[src/rtl/aes_defs.sv]
// ---------------------------------------------------------------------------
// aes_defs : shared AES definitions.
//   - State/column geometry (AES-128 state is 4 columns of 32 bits).
//   - FSM encoding for the column-serial round back end.
//   - shiftrows(): byte-permutation helper, also reused by other AES tops.
// Byte order everywhere: byte k = state[127-8k -: 8], row = k%4, col = k/4.
// ---------------------------------------------------------------------------
package aes_defs;

  localparam int AES_STATE_W = 128;
  localparam int AES_COL_W   = 32;
  localparam int AES_NCOL    = 4;

  // Column view of the state: index 0 is the MSB word, i.e. column 0.
  typedef logic [0:AES_NCOL-1][AES_COL_W-1:0] aes_state_t;

  typedef enum logic [1:0] {
    ST_IDLE = 2'd0,
    ST_MIX  = 2'd1,
    ST_DONE = 2'd2
  } aes_st_e;

  // s'(r,c) = s(r,(c+r) mod 4)
  function automatic logic [AES_STATE_W-1:0] shiftrows(input logic [AES_STATE_W-1:0] s);
    logic [AES_STATE_W-1:0] o;
    o = '0;
    for (int c = 0; c < AES_NCOL; c++) begin
      for (int r = 0; r < 4; r++) begin
        o[AES_STATE_W-1-8*(4*c+r) -: 8] = s[AES_STATE_W-1-8*(4*((c+r)%4)+r) -: 8];
      end
    end
    return o;
  endfunction

endpackage

[src/rtl/aes_mixcolumn.sv]
// ---------------------------------------------------------------------------
// aes_mixcolumn : combinational AES MixColumns on a single 32-bit column.
//   i_col  in  32  column, row 0 in bits [31:24]
//   o_col  out 32  mixed column, same byte order
// GF(2^8) multiply-by-2 is xtime with the 0x1b reduction polynomial;
// multiply-by-3 is xtime(a) ^ a.
// ---------------------------------------------------------------------------
module aes_mixcolumn
  import aes_defs::*;
(
  input  logic [AES_COL_W-1:0] i_col,
  output logic [AES_COL_W-1:0] o_col
);

  function automatic logic [7:0] xtime(input logic [7:0] b);
    return {b[6:0], 1'b0} ^ (b[7] ? 8'h1b : 8'h00);
  endfunction

  logic [7:0] w_a0, w_a1, w_a2, w_a3;
  logic [7:0] w_x0, w_x1, w_x2, w_x3;

  assign w_a0 = i_col[31:24];
  assign w_a1 = i_col[23:16];
  assign w_a2 = i_col[15:8];
  assign w_a3 = i_col[7:0];

  assign w_x0 = xtime(w_a0);
  assign w_x1 = xtime(w_a1);
  assign w_x2 = xtime(w_a2);
  assign w_x3 = xtime(w_a3);

  // Row i: 2*a[i] ^ 3*a[i+1] ^ a[i+2] ^ a[i+3]
  assign o_col[31:24] = w_x0 ^ (w_x1 ^ w_a1) ^ w_a2 ^ w_a3;
  assign o_col[23:16] = w_a0 ^ w_x1 ^ (w_x2 ^ w_a2) ^ w_a3;
  assign o_col[15:8]  = w_a0 ^ w_a1 ^ w_x2 ^ (w_x3 ^ w_a3);
  assign o_col[7:0]   = (w_x0 ^ w_a0) ^ w_a1 ^ w_a2 ^ w_x3;

endmodule

[src/rtl/aes_round_mix.sv]
// ---------------------------------------------------------------------------
// aes_round_mix : column-serial AES round back end
//                 ShiftRows -> MixColumns -> AddRoundKey.
//   clk        in   1    clock, rising edge
//   rst        in   1    async active-high reset
//   in_valid   in   1    upstream state/key valid
//   in_ready   out  1    high only in IDLE
//   in_state   in   128  post-SubBytes state
//   in_key     in   128  round key
//   in_last    in   1    final round: bypass MixColumns
//   out_valid  out  1    result valid, held until out_ready
//   out_ready  in   1    downstream accept
//   out_state  out  128  round result
// ShiftRows is applied as the state is captured; one shared mixcolumn
// instance then processes one column per cycle, written back in place.
// A state occupies the block for 1 IDLE + 4 MIX + 1 DONE cycles, so with
// out_ready tied high in_ready is low for 5 cycles between acceptances.
// ---------------------------------------------------------------------------
module aes_round_mix
  import aes_defs::*;
(
  input  logic                   clk,
  input  logic                   rst,
  input  logic                   in_valid,
  output logic                   in_ready,
  input  logic [AES_STATE_W-1:0] in_state,
  input  logic [AES_STATE_W-1:0] in_key,
  input  logic                   in_last,
  output logic                   out_valid,
  input  logic                   out_ready,
  output logic [AES_STATE_W-1:0] out_state
);

  aes_st_e          r_st, w_st_nxt;
  logic [1:0]       r_col_cnt;
  aes_state_t       r_work;
  aes_state_t       r_key;
  logic             r_last;

  logic [AES_COL_W-1:0] w_col, w_key_col, w_mixed, w_col_new;

  // Column mux feeding the shared mixcolumn unit.
  assign w_col     = r_work[r_col_cnt];
  assign w_key_col = r_key[r_col_cnt];

  aes_mixcolumn u_mix (
    .i_col (w_col),
    .o_col (w_mixed)
  );

  assign w_col_new = (r_last ? w_col : w_mixed) ^ w_key_col;

  // Handshake outputs decode the state register only: no comb path from
  // out_ready to in_ready.
  assign in_ready  = (r_st == ST_IDLE);
  assign out_valid = (r_st == ST_DONE);
  assign out_state = r_work;

  always_comb begin
    w_st_nxt = r_st;
    case (r_st)
      ST_IDLE: if (in_valid)                        w_st_nxt = ST_MIX;
      ST_MIX:  if (r_col_cnt == 2'(AES_NCOL - 1))   w_st_nxt = ST_DONE;
      ST_DONE: if (out_ready)                       w_st_nxt = ST_IDLE;
      default:                                      w_st_nxt = ST_IDLE;
    endcase
  end

  always_ff @(posedge clk or posedge rst) begin
    if (rst) r_st <= ST_IDLE;
    else     r_st <= w_st_nxt;
  end

  always_ff @(posedge clk or posedge rst) begin
    if (rst) begin
      r_col_cnt <= '0;
      r_work    <= '0;
      r_key     <= '0;
      r_last    <= 1'b0;
    end else begin
      case (r_st)
        ST_IDLE: if (in_valid) begin
          r_work    <= aes_state_t'(shiftrows(in_state));
          r_key     <= aes_state_t'(in_key);
          r_last    <= in_last;
          r_col_cnt <= '0;
        end
        ST_MIX: begin
          // Write-back demux; counter wraps 3 -> 0 on entry to DONE.
          r_work[r_col_cnt] <= w_col_new;
          r_col_cnt         <= r_col_cnt + 2'd1;
        end
        default: ;
      endcase
    end
  end

endmodule

[config.mk]
export PLATFORM = sky130hd
export DESIGN_NAME = aes_round_mix
export DESIGN_NICKNAME = d
export VERILOG_FILES = /design/src/rtl/aes_defs.sv /design/src/rtl/aes_mixcolumn.sv /design/src/rtl/aes_round_mix.sv
export SDC_FILE = /design/constraint.sdc
export NUM_CORES = 1
export LEC_CHECK = 0
export CAP_MARGIN = 10
export CORE_UTILIZATION = 50
export DETAILED_ROUTE_END_ITERATION = 8
export PLACE_DENSITY_LB_ADDON = 0.05
export SYNTH_ARGS = -nofsm -noshare
export SYNTH_HDL_FRONTEND = slang
export SYNTH_SLANG_ARGS = --single-unit
[constraint.sdc]
create_clock -name clk -period 13.6 [get_ports clk]
set_input_delay 1.36 -clock clk [delete_from_list [all_inputs] [get_ports clk]]
set_output_delay 1.36 -clock clk [all_outputs]
set_load 0.005 [all_outputs]
==> images/util_map.png <==
Bar = 50 um. The die is cut into 17 by 17 equal tiles; black is low, pale yellow is high, 0 to 100% covered.
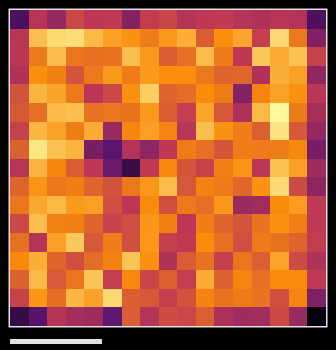
fullest tile: 99%
mean over tiles: 64%
nearly empty tiles: 0.30%
tiles over 75% full: 27%
Core Util at FP: 51.40%
CORE AREA: 0.02809 mm^2
post-layout util: 69.14%

==> images/congestion_map.png <==
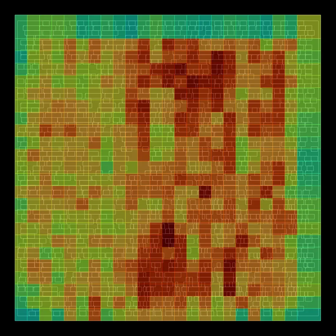
WL/cell: 26.17 um
Overall Global Routing Usage: 33.36%
GRT busiest layer: met2
met3 usage: 8.286%
M2 GR Usage: 51.37%

==> images/port_trees.png <==
Bar = 50 um.
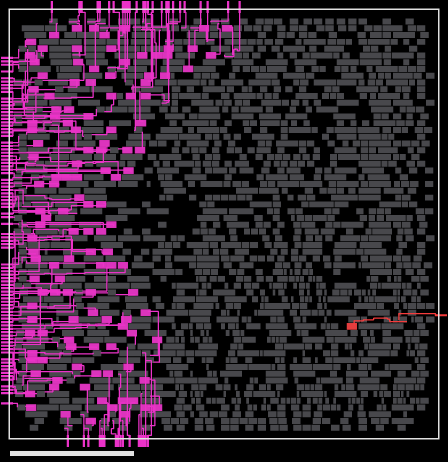
legend:
  red:
    port: in_last
    bits: 1
    direction: input
    edge: east
    end_cells: 1
    buffers: 1
    wire: 43.9 um
  magenta:
    port: in_key
    bits: 128
    direction: input
    edge: 86 west, 26 north, 16 south
    end_cells: 128
    buffers: 128
    wire: 3510 um
Buffers on Ports: 390
Ports: 391

==> images/floorplan.png <==
Bar = 50 um. Pins as bars on the die edge.
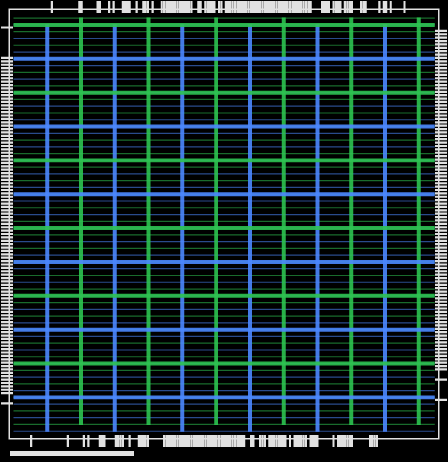
legend:
  blue:
    net: VSS
  green:
    net: VDD
rows: 61
met5 straps: 12
signal pins: 391
die height: 171.9 um
DIE WIDTH: 171.9 um

==> flow_summary_export.csv <==
group,metric,value,unit
sta,tightest_slew,1.114,ns
sta,final.setup_skew,0.02527,ns
clock_network,postCtsHoldBufs,0,
yosys,synth_flops,261,
place,place_area,0.01851,mm^2
yosys,syn_nets,1401,
die,fp-row-count,61,
yosys,yosys_area,0.01444,mm^2
finish,nets,1744,
clock_network,clock_latency,0.55,ns
grt,grt_pass1_wl,73020,um
critical_path,cp-start-kind,"input port",
yosys,top_cell_area_share,45.24,%
status,status,"finished clean",
finish,nonClkBufAreaFrac,20.82,%
critical_path,startpoint,"in_valid",
grt,antenna_found_initial,9,
sta,max_clock_freq,237.8,MHz
sta,setup_slack,9.395,ns
yosys,top_area_cell,"dfrtp_1",
die,well_tap_count,378,
critical_path,r2r-end,"out_state[11]",
yosys,ys_types,32,
routing,totalWireLength,49210,um
critical_path,cpPeakStageDelay,0.79,ns
job,max-cap-violations,0,
min_path,hp-class,"reg2reg",
yosys,topCombFamilyByArea,"multiplexers",
min_path,min_delay_path_depth,1,
yosys,netlist_area,0.01444,mm^2
grt,gr-total-overflow,0,
clock_network,numClockSinks,261,
finish,nClkBuffers,39,
critical_path,worst-setup-path-type,"in2reg",
critical_path,cp_num_cells,6,
yosys,ys_cells,1136,
critical_path,cp_cell_sequence,"clkdlybuf4s50_1, buf_4, nor2b_2, nor2b_4, buf_12, mux2_2",
finish,mostFrequentLayoutCells,"clkdlybuf4s50_1, dfrtp_1, mux2_2",
clock_network,cts_tree,"yes",
finish,fillerInstances,2118,
clock_network,root_buffer,"clkbuf_16",
critical_path,cp.arrival,4.62,ns
registers in the layout, indices dropped and copies added, names as in the netlist:
signal / cells
out_state: 128
r_col_cnt: 2
r_key: 128
r_last: 1
r_st: 2
per-layer routing:
layer	vias up	global-route usage, %
met2	741	51.37
li1	5042	-
met5	-	0
met1	5993	44.98
met4	6	14.20
met3	120	8.286
synthesized netlist by cell type (all sizes together):
library cell	number
inv	8
xor2	35
xnor2	135
a221oi	30
xnor3	2
o21ai	42
o2bb2ai	1
o21bai	1
ha	4
nand3	8
a22oi	82
dfrtp	261
buf	40
clkbuf	54
a21o	7
nand2	6
o221ai	88
nor2	42
nor2b	40
a21oi	43
nand2b	4
a222oi	10
mux4	64
mux2	129
